run_1/m1.png
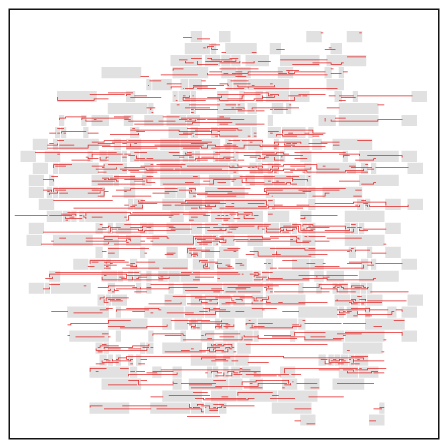
run_1/m2.png
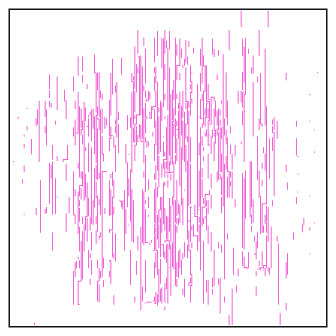
run_1/m3.png
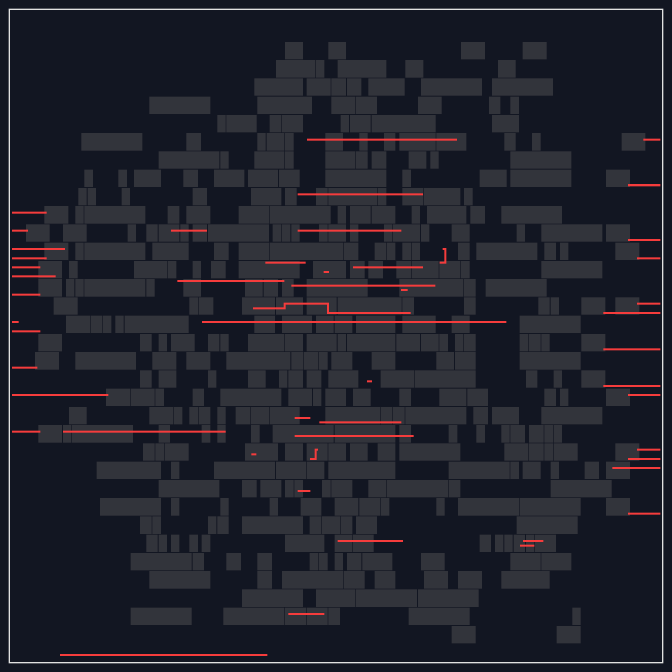
$ cat config.mk
export PLATFORM = sky130hd
export DESIGN_NAME = seq_alu_flat
export DESIGN_NICKNAME = d
export VERILOG_FILES = /design/src/rtl/seq_alu_if.sv /design/src/rtl/seq_alu.sv /design/src/flat_wrapper.sv
export SDC_FILE = /design/constraint.sdc
export NUM_CORES = 1
export LEC_CHECK = 0
export ABC_CLOCK_PERIOD_IN_PS = 2180
export CAP_MARGIN = 15
export CORE_MARGIN = 2
export CORE_UTILIZATION = 35
export DETAILED_ROUTE_END_ITERATION = 10
export GPL_ROUTABILITY_DRIVEN = 0
export GPL_TIMING_DRIVEN = 0
export PLACE_DENSITY_LB_ADDON = 0.2
export SLEW_MARGIN = 20
export SYNTH_ARGS = -nofsm -noshare
export SYNTH_HDL_FRONTEND = slang
export SYNTH_SLANG_ARGS = --single-unit
$ cat constraint.sdc
create_clock -name clk -period 2.18 [get_ports clk]
set_input_delay 0.218 -clock clk [delete_from_list [all_inputs] [get_ports clk]]
set_output_delay 0.218 -clock clk [all_outputs]
set_load 0.03 [all_outputs]
$ cat src/rtl/seq_alu_if.sv
// Operand/result bundle for the sequential ALU.
// The master drives the request; the slave drives the result and the handshake.
interface seq_alu_if #(
  parameter int unsigned WIDTH = 4
);
  logic               start;
  logic [3:0]         mode;
  logic [WIDTH-1:0]   a;
  logic [WIDTH-1:0]   b;
  logic [2*WIDTH-1:0] out;
  logic [WIDTH-1:0]   rem;
  logic               neg;
  logic               err;
  logic               busy;
  logic               done;

  modport master (
    output start, mode, a, b,
    input  out, rem, neg, err, busy, done
  );

  modport slave (
    input  start, mode, a, b,
    output out, rem, neg, err, busy, done
  );
endinterface

$ cat src/rtl/seq_alu.sv
// Multi-cycle ALU: single-cycle ADD/SUB, shift-add MUL and restoring DIV,
// with a sign-magnitude result and a start/busy/done handshake.
module seq_alu #(
  parameter int unsigned WIDTH = 4
) (
  input  logic       clk,
  input  logic       rst,
  seq_alu_if.slave   bus
);
  localparam int unsigned CW = $clog2(WIDTH) + 1;

  localparam logic [1:0] IDLE = 2'd0;
  localparam logic [1:0] CALC = 2'd1;
  localparam logic [1:0] DONE = 2'd2;

  localparam logic [3:0] MODE_ADD = 4'd1;
  localparam logic [3:0] MODE_SUB = 4'd2;
  localparam logic [3:0] MODE_MUL = 4'd3;
  localparam logic [3:0] MODE_DIV = 4'd4;

  logic [1:0]         state_q, state_d;
  logic [CW-1:0]      cnt_q, cnt_d;
  logic [3:0]         mode_q, mode_d;
  logic [WIDTH-1:0]   a_q, a_d;
  logic [WIDTH-1:0]   b_q, b_d;
  logic [2*WIDTH-1:0] mcand_q, mcand_d;
  logic [2*WIDTH-1:0] acc_q, acc_d;
  logic [2*WIDTH-1:0] out_q, out_d;
  logic [WIDTH-1:0]   rem_q, rem_d;
  logic               neg_q, neg_d;
  logic               err_q, err_d;

  logic               last;
  logic [2*WIDTH-1:0] mul_acc;
  logic [WIDTH:0]     div_trial;
  logic               div_ge;
  logic [WIDTH-1:0]   div_rem;
  logic [WIDTH-1:0]   div_quo;

  assign last = (cnt_q == CW'(WIDTH - 1));

  // MUL: a_q<<i sits in mcand_q and b_q shifts right, so b_q[0] is multiplier bit i.
  assign mul_acc = acc_q + (b_q[0] ? mcand_q : '0);

  // DIV: acc_q[WIDTH-1:0] is the partial remainder; a_q shifts dividend bits out
  // of its MSB while quotient bits enter its LSB.
  assign div_trial = {acc_q[WIDTH-1:0], a_q[WIDTH-1]};
  assign div_ge    = (div_trial >= {1'b0, b_q});
  assign div_rem   = div_ge ? WIDTH'(div_trial - {1'b0, b_q}) : div_trial[WIDTH-1:0];
  assign div_quo   = {a_q[WIDTH-2:0], div_ge};

  always_comb begin
    state_d = state_q;
    cnt_d   = cnt_q;
    mode_d  = mode_q;
    a_d     = a_q;
    b_d     = b_q;
    mcand_d = mcand_q;
    acc_d   = acc_q;
    out_d   = out_q;
    rem_d   = rem_q;
    neg_d   = neg_q;
    err_d   = err_q;

    case (state_q)
      IDLE: begin
        if (bus.start) begin
          state_d = CALC;
          cnt_d   = '0;
          mode_d  = bus.mode;
          a_d     = bus.a;
          b_d     = bus.b;
          mcand_d = {{WIDTH{1'b0}}, bus.a};
          acc_d   = '0;
        end
      end

      CALC: begin
        cnt_d = cnt_q + CW'(1);
        rem_d = '0;
        neg_d = 1'b0;
        err_d = 1'b0;
        case (mode_q)
          MODE_ADD: begin
            state_d = DONE;
            out_d   = {{(WIDTH-1){1'b0}}, {1'b0, a_q} + {1'b0, b_q}};
          end
          MODE_SUB: begin
            state_d = DONE;
            neg_d   = (b_q > a_q);
            out_d   = {{WIDTH{1'b0}}, (b_q > a_q) ? (b_q - a_q) : (a_q - b_q)};
          end
          MODE_MUL: begin
            acc_d   = mul_acc;
            mcand_d = mcand_q << 1;
            b_d     = b_q >> 1;
            if (last) begin
              state_d = DONE;
              out_d   = mul_acc;
            end else begin
              rem_d = rem_q;
              neg_d = neg_q;
              err_d = err_q;
            end
          end
          MODE_DIV: begin
            if (b_q == '0) begin
              state_d = DONE;
              out_d   = '0;
              err_d   = 1'b1;
            end else begin
              acc_d = {{WIDTH{1'b0}}, div_rem};
              a_d   = div_quo;
              if (last) begin
                state_d = DONE;
                out_d   = {{WIDTH{1'b0}}, div_quo};
                rem_d   = div_rem;
              end else begin
                rem_d = rem_q;
                neg_d = neg_q;
                err_d = err_q;
              end
            end
          end
          default: begin
            state_d = DONE;
            out_d   = '0;
            err_d   = 1'b1;
          end
        endcase
      end

      DONE:    state_d = IDLE;
      default: state_d = IDLE;
    endcase
  end

  always_ff @(posedge clk or posedge rst) begin
    if (rst) begin
      state_q <= IDLE;
      cnt_q   <= '0;
      mode_q  <= '0;
      a_q     <= '0;
      b_q     <= '0;
      mcand_q <= '0;
      acc_q   <= '0;
      out_q   <= '0;
      rem_q   <= '0;
      neg_q   <= 1'b0;
      err_q   <= 1'b0;
    end else begin
      state_q <= state_d;
      cnt_q   <= cnt_d;
      mode_q  <= mode_d;
      a_q     <= a_d;
      b_q     <= b_d;
      mcand_q <= mcand_d;
      acc_q   <= acc_d;
      out_q   <= out_d;
      rem_q   <= rem_d;
      neg_q   <= neg_d;
      err_q   <= err_d;
    end
  end

  assign bus.out  = out_q;
  assign bus.rem  = rem_q;
  assign bus.neg  = neg_q;
  assign bus.err  = err_q;
  assign bus.busy = (state_q != IDLE);
  assign bus.done = (state_q == DONE);
endmodule

$ cat src/flat_wrapper.sv
// flat-port wrapper written by rule: the top's interface ports become plain ports
module seq_alu_flat 
#(
  parameter int unsigned WIDTH = 4
)
  (clk, rst, bus_start, bus_mode, bus_a, bus_b, bus_out, bus_rem, bus_neg, bus_err, bus_busy, bus_done);
  seq_alu_if #(.WIDTH(WIDTH)) bus_i ();
  input  logic clk;
  input  logic rst;
  input wire logic [$bits(bus_i.start)-1:0] bus_start;
  input wire logic [$bits(bus_i.mode)-1:0] bus_mode;
  input wire logic [$bits(bus_i.a)-1:0] bus_a;
  input wire logic [$bits(bus_i.b)-1:0] bus_b;
  output wire logic [$bits(bus_i.out)-1:0] bus_out;
  output wire logic [$bits(bus_i.rem)-1:0] bus_rem;
  output wire logic [$bits(bus_i.neg)-1:0] bus_neg;
  output wire logic [$bits(bus_i.err)-1:0] bus_err;
  output wire logic [$bits(bus_i.busy)-1:0] bus_busy;
  output wire logic [$bits(bus_i.done)-1:0] bus_done;
  assign bus_i.start = bus_start;
  assign bus_i.mode = bus_mode;
  assign bus_i.a = bus_a;
  assign bus_i.b = bus_b;
  assign bus_out = bus_i.out;
  assign bus_rem = bus_i.rem;
  assign bus_neg = bus_i.neg;
  assign bus_err = bus_i.err;
  assign bus_busy = bus_i.busy;
  assign bus_done = bus_i.done;
  seq_alu #(.WIDTH(WIDTH)) u_core (.clk(clk), .rst(rst), .bus(bus_i));
endmodule
==> flow_summary.rst, run 1 <==
Implementation results
======================

.. list-table::
   :header-rows: 1

   * - Metric
     - Value
   * - Status
     - finished, violations left
   * - Violations in the final reports
     - negative setup slack
   * - First-pass detailed-route iteration total
     - 4
   * - Via count of the first global-routing pass
     - 2606
   * - Tightest Pin Transition
     - 0.922 ns
   * - Endpoint type of the worst setup path
     - flip-flop
   * - Category of the worst setup path launch point
     - flip-flop
   * - Most common reg cell
     - sky130_fd_sc_hd__dfrtp_1
   * - Post-CTS setup buffer count
     - 14
   * - OpenROAD warnings
     - 36
   * - Post-detailed-placement cell area
     - 0.00356 mm^2
   * - Clock Pin Slew Worst Setup and Hold Paths
     - 0.08 ns
   * - Max-cap violations
     - 0
   * - Top cells by area
     - sky130_fd_sc_hd__dfrtp_1, sky130_fd_sc_hd__ha_1, sky130_fd_sc_hd__nand2_1, sky130_fd_sc_hd__o21ai_0, sky130_fd_sc_hd__mux2i_1
   * - Number of antenna violations at the first check in global routing
     - 0
   * - Worst slack on hold paths
     - 0.280 ns
   * - Count of pins over their slew limit
     - 0
   * - Final cell utilization of the core
     - 0.483
   * - Vias/cell
     - 5.32
   * - Total die area
     - 0.00944 mm^2
   * - Worst setup slack before clock tree synthesis
     - -0.363 ns
   * - Detailed placement HPWL
     - 5930 um
   * - Switching share of power
     - 0.454
   * - Setup tns final
     - -0.259 ns
   * - Beginning of the critical path
     - u_core.b_q[0]
   * - Clock sink count
     - 47
   * - Effective utilization at floorplan
     - 0.366
   * - Cell with the most instances after synthesis
     - sky130_fd_sc_hd__nand2_1
   * - Buffers on Ports
     - 30
   * - Global route overflow
     - 0
   * - Width of the chip
     - 97.2 um
   * - Highest attainable clock frequency
     - 444 MHz
   * - Y dimension of the die
     - 97.2 um
   * - Ao+oa area frac
     - 0.188
   * - Int Pwr
     - 3.25 mW
   * - Dpl cells
     - 466
   * - Top logic family
     - AND-OR/OR-AND gates
   * - Largest area contributor in the netlist
     - sky130_fd_sc_hd__dfrtp_1
   * - Crit path capture
     - u_core.bus.out[1]
   * - Finish-stage setup viols
     - 5
   * - Worst Reg2Reg Path Length in Cells
     - 10
   * - Crit path required time
     - 2.37 ns
   * - Synth unique cells
     - 54
   * - Gr usage total
     - 0.177
   * - Basic Gates by Area
     - 0.168
   * - Leakage power of the design
     - 1.77 nW
   * - R2r endpoint
     - u_core.bus.out[1]
   * - Largest voltage drop on the vdd net
     - 0.000518 V
   * - Worst slew margin relative to its limit
     - 0.384
   * - Number of buffers between clock root and the deepest sink
     - 2
   * - Number of cells produced by synthesis
     - 330
   * - Unrepaired setup endpoints after global routing
     - true
   * - Final non-filler cell area
     - 0.00401 mm^2
   * - Crit path DAT
     - 2.44 ns
   * - Number of non-filler instances in the completed layout
     - 490
   * - Part of the Yosys area used for sequential elements
     - 0.387
   * - Count of standard-cell rows
     - 33
   * - Final critical-path setup slack
     - -0.0699 ns
   * - CTS root buf
     - sky130_fd_sc_hd__clkbuf_8
   * - Insertion delay at the late pin of the worst-skew pair
     - 0.30 ns
   * - Portion of total power attributed to sequential cells
     - 0.247
   * - Cts repair resizes
     - 21
   * - Synthesized-area fraction occupied by adder cells
     - 0.132
Back to the opening pictures, m1.png:
longest straight run: 41.4 um
share of all routed wire: 47%
Total Routed Length: 8130 um
via count: 2606
fraction of met1 tracks used by global routing: 0.256

Back to the opening pictures, m2.png:
nets with wire on the layer: 344
share of all routed wire: 46%
longest straight run: 46.6 um

Back to the opening pictures, m3.png:
longest straight run: 45.1 um
main direction: horizontal
wire length on this layer: 422 um
nets with wire on the layer: 43
share of all routed wire: 5.2%
global-route track usage on met3: 0.0223

run 1: cell families after synthesis:
logic type                 count (synthesis)
DFF                                       47
muxes                                     14
buffers and inverters                     35
adders and majority gates                 29
and+or+nand+nor                          109
xor gates and xnor gates                   9
AOI/OAI and AO/OA                         87
run 1: power by group through the flow:
stage | combinational (mW) | sequential, mW | clock (mW)
finish | 3.86 | 1.47 | 0.621
global route | 4.24 | 1.51 | 0.672
CTS | 3.53 | 1.44 | 0.640
detailed placement | 3.11 | 1.49 | 0
global placement | 3.07 | 1.47 | 0
floorplan | 2.23 | 1.49 | 0
run 1: worst max-delay path: stages, from the launching register on:
cell and delay (ns):
sky130_fd_sc_hd__dfrtp_2 0.42, sky130_fd_sc_hd__buf_8 0.13, sky130_fd_sc_hd__inv_4 0.05, sky130_fd_sc_hd__ha_4 0.12, sky130_fd_sc_hd__inv_2 0.04, sky130_fd_sc_hd__fa_2 0.41, sky130_fd_sc_hd__a211oi_4 0.24, sky130_fd_sc_hd__nor3_4 0.10
sky130_fd_sc_hd__mux2_4 0.32, sky130_fd_sc_hd__a221oi_4 0.23, sky130_fd_sc_hd__o21ai_1 0.08
run 1: sequential cells by signal, indices dropped and copies added (netlist names):
name	cells
u_core.b_q	4
u_core.a_q	4
u_core.state_q	2
u_core.acc_q	8
u_core.cnt_q	3
u_core.bus.neg	1
u_core.mcand_q	8
u_core.bus.rem	4
u_core.bus.err	1
u_core.mode_q	4
u_core.bus.out	8
run 1: cell usage in the layout, fill, tap and decap left out, types with 5 or more instances in the layout:
| cell type | count |
|---|---|
| sky130_fd_sc_hd__nand2_1 | 54 |
| sky130_fd_sc_hd__dfrtp_1 | 42 |
| sky130_fd_sc_hd__clkdlybuf4s50_1 | 30 |
| sky130_fd_sc_hd__o21ai_0 | 24 |
| sky130_fd_sc_hd__nor2_1 | 18 |
| sky130_fd_sc_hd__buf_4 | 18 |
| sky130_fd_sc_hd__inv_1 | 16 |
| sky130_fd_sc_hd__ha_1 | 16 |
| sky130_fd_sc_hd__mux2i_1 | 11 |
| sky130_fd_sc_hd__a21oi_1 | 10 |
| sky130_fd_sc_hd__clkbuf_1 | 8 |
| sky130_fd_sc_hd__ha_4 | 8 |
| sky130_fd_sc_hd__a21oi_2 | 6 |
| sky130_fd_sc_hd__and2_1 | 6 |
| sky130_fd_sc_hd__o22ai_1 | 5 |
| sky130_fd_sc_hd__o21ai_1 | 5 |
| sky130_fd_sc_hd__clkbuf_8 | 5 |
| sky130_fd_sc_hd__dfrtp_2 | 5 |
run 1: layer usage:
| layer | share of wire | GRT usage | up-vias |
|---|---|---|---|
| met2 | 0.46 | 0.279 | 71 |
| met1 | 0.47 | 0.256 | 1260 |
| met5 | 0 | 0 | - |
| met4 | 0.018 | 0.0488 | 0 |
| met3 | 0.052 | 0.0223 | 12 |
| li1 | - | - | 1263 |
run 1: area by class of cell:
type,count,area (um^2),area share
buffer,13,83.8,0.0209
clock buffer,6,72.6,0.0181
clock inverter,1,30.0,0.00748
inverter,21,83.8,0.0209
multi-input combinational,248,1970,0.492
sequential,47,1180,0.295
tap,105,131,0.0327
timing repair buffer,49,455,0.114
run_1/congestion_map.png
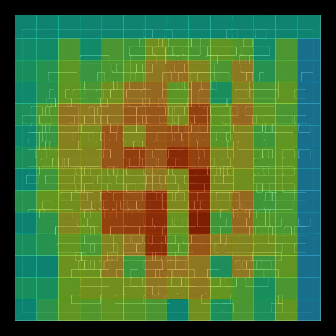

## Run 2: what changed since run 1
CORE_ASPECT_RATIO = 1.25   (was default)
SETUP_SLACK_MARGIN = 0.2   (was default)
run_2/congestion_map.png
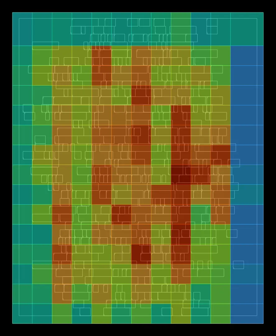
final cell utilization of the core: 0.505
gr usage total: 0.197
fraction of met1 tracks used by global routing: 0.246

run_2/m1.png
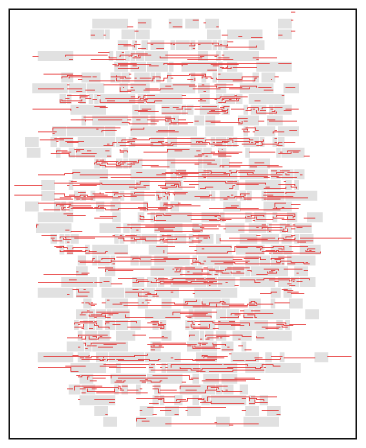
longest straight run: 37.7 um
wire length on this layer: 3710 um
main direction: horizontal
Total Routed Length: 8860 um
via count: 2726

==> flow_summary.rst, run 2 <==
Implementation results
======================

.. list-table::
   :header-rows: 1

   * - Metric
     - Value
   * - Status
     - finished, violations left (unchanged)
   * - Violations in the final reports
     - negative setup slack (unchanged)
   * - Worst slack on hold paths
     - 0.198 ns (was 0.280 ns)
   * - Width of the chip
     - 87.3 um (was 97.2 um)
   * - Leakage power of the design
     - 1.93 nW (was 1.77 nW)
   * - Buffers and inverters on the worst path
     - 1 (was 3)
   * - Vias/cell
     - 5.38 (was 5.32)
   * - Crit path required time
     - 2.38 ns (was 2.37 ns)
   * - Highest attainable clock frequency
     - 433 MHz (was 444 MHz)
   * - Detail-routed net length per standard cell
     - 17.5 um (was 16.6 um)
   * - Area used by sequential logic in the layout
     - 0.00118 mm^2 (about the same)
   * - Post-route clock skew
     - 0.00851 ns (was 0.00497 ns)
   * - Share of the synthesized area in the top cell type
     - 0.387 (unchanged)
   * - Total die area
     - 0.00945 mm^2 (was 0.00944 mm^2)
   * - Cell with the largest stage delay on the worst path
     - sky130_fd_sc_hd__dfrtp_1 (was sky130_fd_sc_hd__dfrtp_2)
   * - Most common reg cell
     - sky130_fd_sc_hd__dfrtp_1 (unchanged)
   * - Largest area contributor in the netlist
     - sky130_fd_sc_hd__dfrtp_1 (unchanged)
   * - OpenROAD warnings
     - 36 (unchanged)
   * - Number of cells produced by synthesis
     - 330 (unchanged)
   * - Top cell excl fill/tap
     - sky130_fd_sc_hd__nand2_1 (unchanged)
   * - Worst slew margin relative to its limit
     - 0.561 (was 0.384)
   * - Part of the Yosys area used for sequential elements
     - 0.387 (unchanged)
   * - Average footprint of a synthesized cell
     - 9.21 um^2 (unchanged)
   * - Clock Pin Slew Worst Setup and Hold Paths
     - 0.09 ns (was 0.08 ns)
   * - Fraction of final layout cells with drive strength greater than 1
     - 0.287 (was 0.218)
   * - Top cells by area
     - sky130_fd_sc_hd__dfrtp_1, sky130_fd_sc_hd__ha_1, sky130_fd_sc_hd__nand2_1, sky130_fd_sc_hd__o21ai_0, sky130_fd_sc_hd__mux2i_1 (unchanged)
   * - Core area
     - 0.00856 mm^2 (was 0.00830 mm^2)
   * - Number of antenna violations at the first check in global routing
     - 0 (unchanged)
   * - Detailed placement HPWL
     - 6150 um (was 5930 um)
   * - Post-layout net count
     - 450 (was 429)
   * - Combinational gate area
     - 0.00204 mm^2 (was 0.00197 mm^2)
   * - Worst-path cell chain
     - ha_4 > inv_2 > fa_2 > a211oi_4 > nor3_4 > mux2_4 > a221oi_4 > o21ai_1 (was buf_8 > inv_4 > ha_4 > inv_2 > fa_2 > a211oi_4 > nor3_4 > mux2_4 > a221oi_4 > o21ai_1)
   * - Finish-stage setup viols
     - 5 (unchanged)
   * - Count of standard-cell rows
     - 38 (was 33)
   * - Buffers on Ports
     - 30 (unchanged)
   * - Tightest Pin Transition
     - 0.659 ns (was 0.922 ns)
   * - Antenna diode count
     - 0 (unchanged)
   * - Endpoint type of the worst setup path
     - flip-flop (unchanged)
   * - Peak fanout along the critical path
     - 6 (unchanged)
   * - Y dimension of the die
     - 108 um (was 97.2 um)
   * - Power density normalized to cell area
     - 1600 mW/mm^2 (was 1480 mW/mm^2)
   * - EDFF count, synth
     - 0 (unchanged)
   * - Final critical-path setup slack
     - -0.130 ns (was -0.0699 ns)
   * - Worst setup slack before clock tree synthesis
     - -0.429 ns (was -0.363 ns)
   * - Post-detailed-placement cell area
     - 0.00356 mm^2 (about the same)
   * - Worst setup path category
     - reg -> reg (unchanged)
   * - Crit path DAT
     - 2.51 ns (was 2.44 ns)
   * - Category of the worst setup path launch point
     - flip-flop (unchanged)
   * - Number of buffers between clock root and the deepest sink
     - 2 (unchanged)
   * - Family with the most delay on the worst path
     - adder cells (was AND-OR/OR-AND gates)
   * - First-pass detailed-route iteration total
     - 4 (unchanged)
   * - Largest voltage drop on the vdd net
     - 0.000511 V (was 0.000518 V)
   * - Cell with the most instances after synthesis
     - sky130_fd_sc_hd__nand2_1 (unchanged)
   * - Drt drc
     - 0 (unchanged)
   * - CTS root buf
     - sky130_fd_sc_hd__clkbuf_8 (unchanged)
   * - Clock sink count
     - 47 (unchanged)
   * - Via count of the first global-routing pass
     - 2702 (was 2606)
   * - Largest stage delay on the critical path
     - 0.55 ns (was 0.42 ns)
   * - Max-cap violations
     - 0 (unchanged)
   * - Global route overflow
     - 0 (unchanged)
   * - Effective utilization at floorplan
     - 0.355 (was 0.366)
   * - Cts hold-fix bufs
     - 0 (unchanged)
   * - Synth unique cells
     - 54 (unchanged)
   * - Count of pins over their slew limit
     - 0 (unchanged)
   * - Tightest Hold Check Type
     - in -> async (unchanged)
   * - Most frequently placed logic cells in the final layout
     - sky130_fd_sc_hd__nand2_1, sky130_fd_sc_hd__dfrtp_1, sky130_fd_sc_hd__clkdlybuf4s50_1 (unchanged)
   * - Insertion delay at the late pin of the worst-skew pair
     - 0.32 ns (was 0.30 ns)
   * - Final non-filler cell area
     - 0.00432 mm^2 (was 0.00401 mm^2)
   * - Clock tree from TritonCTS
     - yes (unchanged)
   * - Unrepaired setup endpoints after global routing
     - true (unchanged)
run 2: logic make-up after synthesis:
| logic type | count (synthesis) | share of synthesized area |
|---|---|---|
| AOI/OAI and AO/OA | 87 | 0.188 |
| xor gates and xnor gates | 9 | 0.0259 |
| adders and majority gates | 29 | 0.132 |
| buffers and inverters | 35 | 0.0515 |
| DFF | 47 | 0.387 |
| muxes | 14 | 0.0474 |
| and+or+nand+nor | 109 | 0.168 |
run 2: what timing repair did:
| action | in CTS | in global routing |
|---|---|---|
| resized | 49 | 37 |
| setup buffers | 23 | 14 |
| gates cloned | 1 | 0 |
| endpoints found under the setup margin | 27 | 40 |
| pin swaps | 30 | 26 |
run 2: cell type report:
cell class,count,area share
repair buffers,69,0.157
well taps,100,0.0290
flip-flops and latches,47,0.273
clock inverters,1,0.00695
inverters,21,0.0200
clock buffers,7,0.0177
multi-input cells,248,0.472
plain buffers,14,0.0243
run 2: per-layer routing:
metal / vias to the layer above / track usage / part of all wire
li1: 1312 / - / -
met1: 1341 / 0.246 / 0.42
met2: 52 / 0.331 / 0.52
met3: 21 / 0.0290 / 0.029
met4: 0 / 0.0890 / 0.036
met5: - / 0 / 0
run 2: worst paths after layout:
path | start | end | slack, ns | depth (start not counted)
worst max-delay path | u_core.a_q[0] | u_core.bus.out[1] | -0.13 | 8
worst min-delay path | rst | u_core.state_q[1] | 0.20 | 2
worst max register to register | u_core.a_q[0] | u_core.bus.out[1] | -0.13 | 8
worst min register to register | u_core.bus.out[4] | u_core.bus.out[4] | 0.48 | 2
max in group asynchronous | rst | u_core.acc_q[0] | 1.45 | 3
min in group clk | bus_mode[1] | u_core.mode_q[1] | 0.42 | 3
run 2: where the power goes:
part           leakage, nW  switching [mW]  internal (mW)  total, mW
Clock               0.0524           0.308          0.344      0.652
Combinational         1.27            2.42           2.37       4.78
Sequential           0.610           0.352           1.14       1.50
Total                 1.93            3.08           3.86       6.93
run 2: through the flow:
step,total power [mW],instances,utilization,TNS [ns]
after floorplan,3.74,330,-,-0.140
after global placement,4.62,460,0.413,-13.11
after detailed placement,4.68,461,0.416,-2.93
after CTS,6.15,493,0.471,-0.526
after global routing,7.44,507,0.505,-1.33
final,6.93,507,0.505,-0.464
## Run 3: what changed since run 2
CTS_CLUSTER_DIAMETER = 60   (was default)
run_3/m4.png
Bar = 20 um.
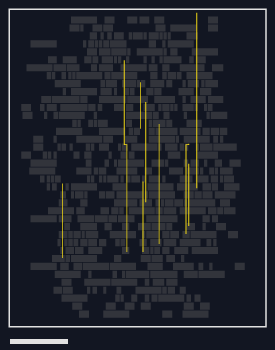
main direction: vertical
wire length on this layer: 318 um
longest straight run: 59.8 um
nets with wire on the layer: 9

run_3/m3.png
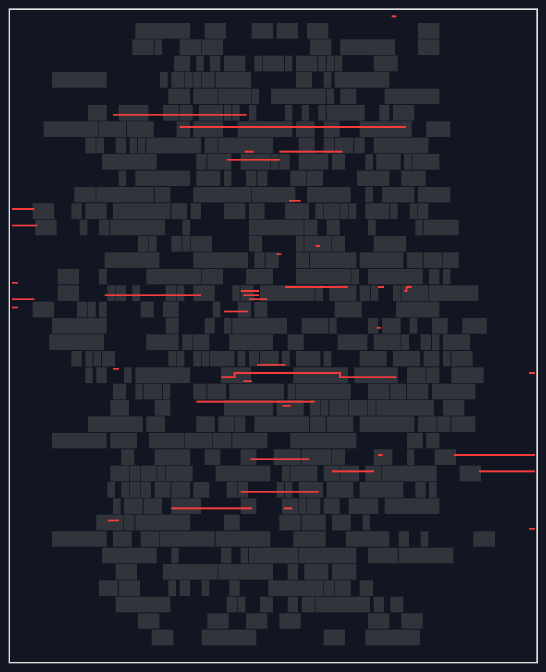
wire length on this layer: 258 um
longest straight run: 37.3 um
main direction: horizontal

==> flow_summary.rst, run 3 <==
Implementation results
======================

.. list-table::
   :header-rows: 1

   * - Metric
     - Value
   * - Clock sink count
     - 47 (unchanged)
   * - Endpoint type of the worst setup path
     - flip-flop (unchanged)
   * - Largest area contributor in the netlist
     - sky130_fd_sc_hd__dfrtp_1 (unchanged)
   * - Highest attainable clock frequency
     - 433 MHz (unchanged)
   * - Largest voltage drop on the vdd net
     - 0.000511 V (unchanged)
   * - Post-route clock skew
     - 0.00851 ns (unchanged)
   * - Detail-routed net length per standard cell
     - 17.5 um (unchanged)
   * - Number of antenna violations at the first check in global routing
     - 0 (unchanged)
   * - OpenROAD warnings
     - 36 (unchanged)
   * - Vias/cell
     - 5.38 (unchanged)
   * - Buffers and inverters on the worst path
     - 1 (unchanged)
   * - Buffers on Ports
     - 30 (unchanged)
   * - Peak fanout along the critical path
     - 6 (unchanged)
   * - Count of standard-cell rows
     - 38 (unchanged)
   * - Final critical-path setup slack
     - -0.130 ns (unchanged)
   * - Fraction of final layout cells with drive strength greater than 1
     - 0.287 (unchanged)
   * - Clock Pin Slew Worst Setup and Hold Paths
     - 0.09 ns (about the same)
   * - Width of the chip
     - 87.3 um (unchanged)
   * - Most common reg cell
     - sky130_fd_sc_hd__dfrtp_1 (unchanged)
   * - Worst-path cell chain
     - ha_4 > inv_2 > fa_2 > a211oi_4 > nor3_4 > mux2_4 > a221oi_4 > o21ai_1 (unchanged)
   * - CTS root buf
     - sky130_fd_sc_hd__clkbuf_8 (unchanged)
   * - Number of buffers between clock root and the deepest sink
     - 2 (unchanged)
   * - Violations in the final reports
     - negative setup slack (unchanged)
   * - Met2 track demand over resource
     - 0.331 (unchanged)
   * - Worst-case register-to-register setup slack
     - -0.13 ns (about the same)
   * - Fraction of met1 tracks used by global routing
     - 0.246 (unchanged)
   * - Top cells by area
     - sky130_fd_sc_hd__dfrtp_1, sky130_fd_sc_hd__ha_1, sky130_fd_sc_hd__nand2_1, sky130_fd_sc_hd__o21ai_0, sky130_fd_sc_hd__mux2i_1 (unchanged)
   * - Finish-stage setup viols
     - 5 (unchanged)
   * - Worst setup path category
     - reg -> reg (unchanged)
   * - Max-cap violations
     - 0 (unchanged)
   * - Final cell utilization of the core
     - 0.505 (unchanged)
   * - Status
     - finished, violations left (unchanged)
   * - Part of the Yosys area used for sequential elements
     - 0.387 (unchanged)
   * - Tightest Pin Transition
     - 0.659 ns (unchanged)
   * - Via count of the first global-routing pass
     - 2702 (unchanged)
   * - Total Routed Length
     - 8860 um (unchanged)
   * - Crit path DAT
     - 2.51 ns (about the same)
   * - First-pass detailed-route iteration total
     - 4 (unchanged)
   * - Power density normalized to cell area
     - 1600 mW/mm^2 (unchanged)
   * - Startpoint of the most critical register-to-register path
     - u_core.a_q[0] (unchanged)
   * - Count of pins over their slew limit
     - 0 (unchanged)
   * - Total die area
     - 0.00945 mm^2 (unchanged)
## run 3: cell counts in the layout (fill, tap and decap cells not counted)
Identical to the previous run, type by type.
## run 3: timing repair
item                                    CTS  global route
resized                                  49            37
gates cloned                              1             0
setup buffers                            23            14
hold buffers                              0             0
pin swaps                                30            26
endpoints found under the setup margin   27            40
## run 3: layout make-up
class	count	share of cell area
Buffer	14	0.0243
Inverter	21	0.0200
Clock buffer	7	0.0177
Sequential cell	47	0.273
Timing Repair Buffer	69	0.157
Multi-Input combinational cell	248	0.472
Tap cell	100	0.0290
Clock inverter	1	0.00695
## run 3: stage by stage
stage / cell area (um^2) / worst slack [ns] / setup TNS [ns] / hold slack [ns] / std cells
floorplan: 3110 / -0.0551 / -0.140 / 0.323 / 330
global placement: 3530 / -0.400 / -13.11 / 0.465 / 460
detailed placement: 3560 / -0.429 / -2.93 / 0.463 / 461
CTS: 4030 / -0.134 / -0.526 / 0.209 / 493
global route: 4320 / -0.223 / -1.33 / 0.224 / 507
finish: 4320 / -0.130 / -0.464 / 0.198 / 507
## run 3: report_power, final
| part | switching (mW) | total, mW | internal (mW) | leakage, nW |
|---|---|---|---|---|
| clock | 0.308 | 0.652 | 0.344 | 0.0524 |
| sequential | 0.352 | 1.50 | 1.14 | 0.610 |
| combinational | 2.42 | 4.78 | 2.37 | 1.27 |
| total | 3.08 | 6.93 | 3.86 | 1.93 |
## run 3: cell families after synthesis
family / count (synthesis) / share of synthesized area
buf+inv: 35 / 0.0515
compound gates: 87 / 0.188
mux: 14 / 0.0474
simple gates: 109 / 0.168
fa+ha+maj: 29 / 0.132
flops: 47 / 0.387
xor+xnor: 9 / 0.0259
## run 3: metal layers
layer,share of wire,vias up
li1,-,1312
met1,0.42,1341
met2,0.52,52
met3,0.029,21
met4,0.036,0
met5,0,-
## run 3: worst max-delay path by stage
stage | start | end | slack (ns) | cells past startpoint
global placement | u_core.b_q[0] | u_core.bus.out[1] | -0.40 | 10
finish | u_core.a_q[0] | u_core.bus.out[1] | -0.13 | 8
global route | u_core.b_q[0] | u_core.bus.out[3] | -0.22 | 10
CTS | u_core.b_q[0] | u_core.bus.out[1] | -0.13 | 10
floorplan | u_core.b_q[0] | u_core.bus.out[3] | -0.06 | 10
detailed placement | u_core.b_q[0] | u_core.bus.out[1] | -0.43 | 10
Power and IR drop assume default switching activity.
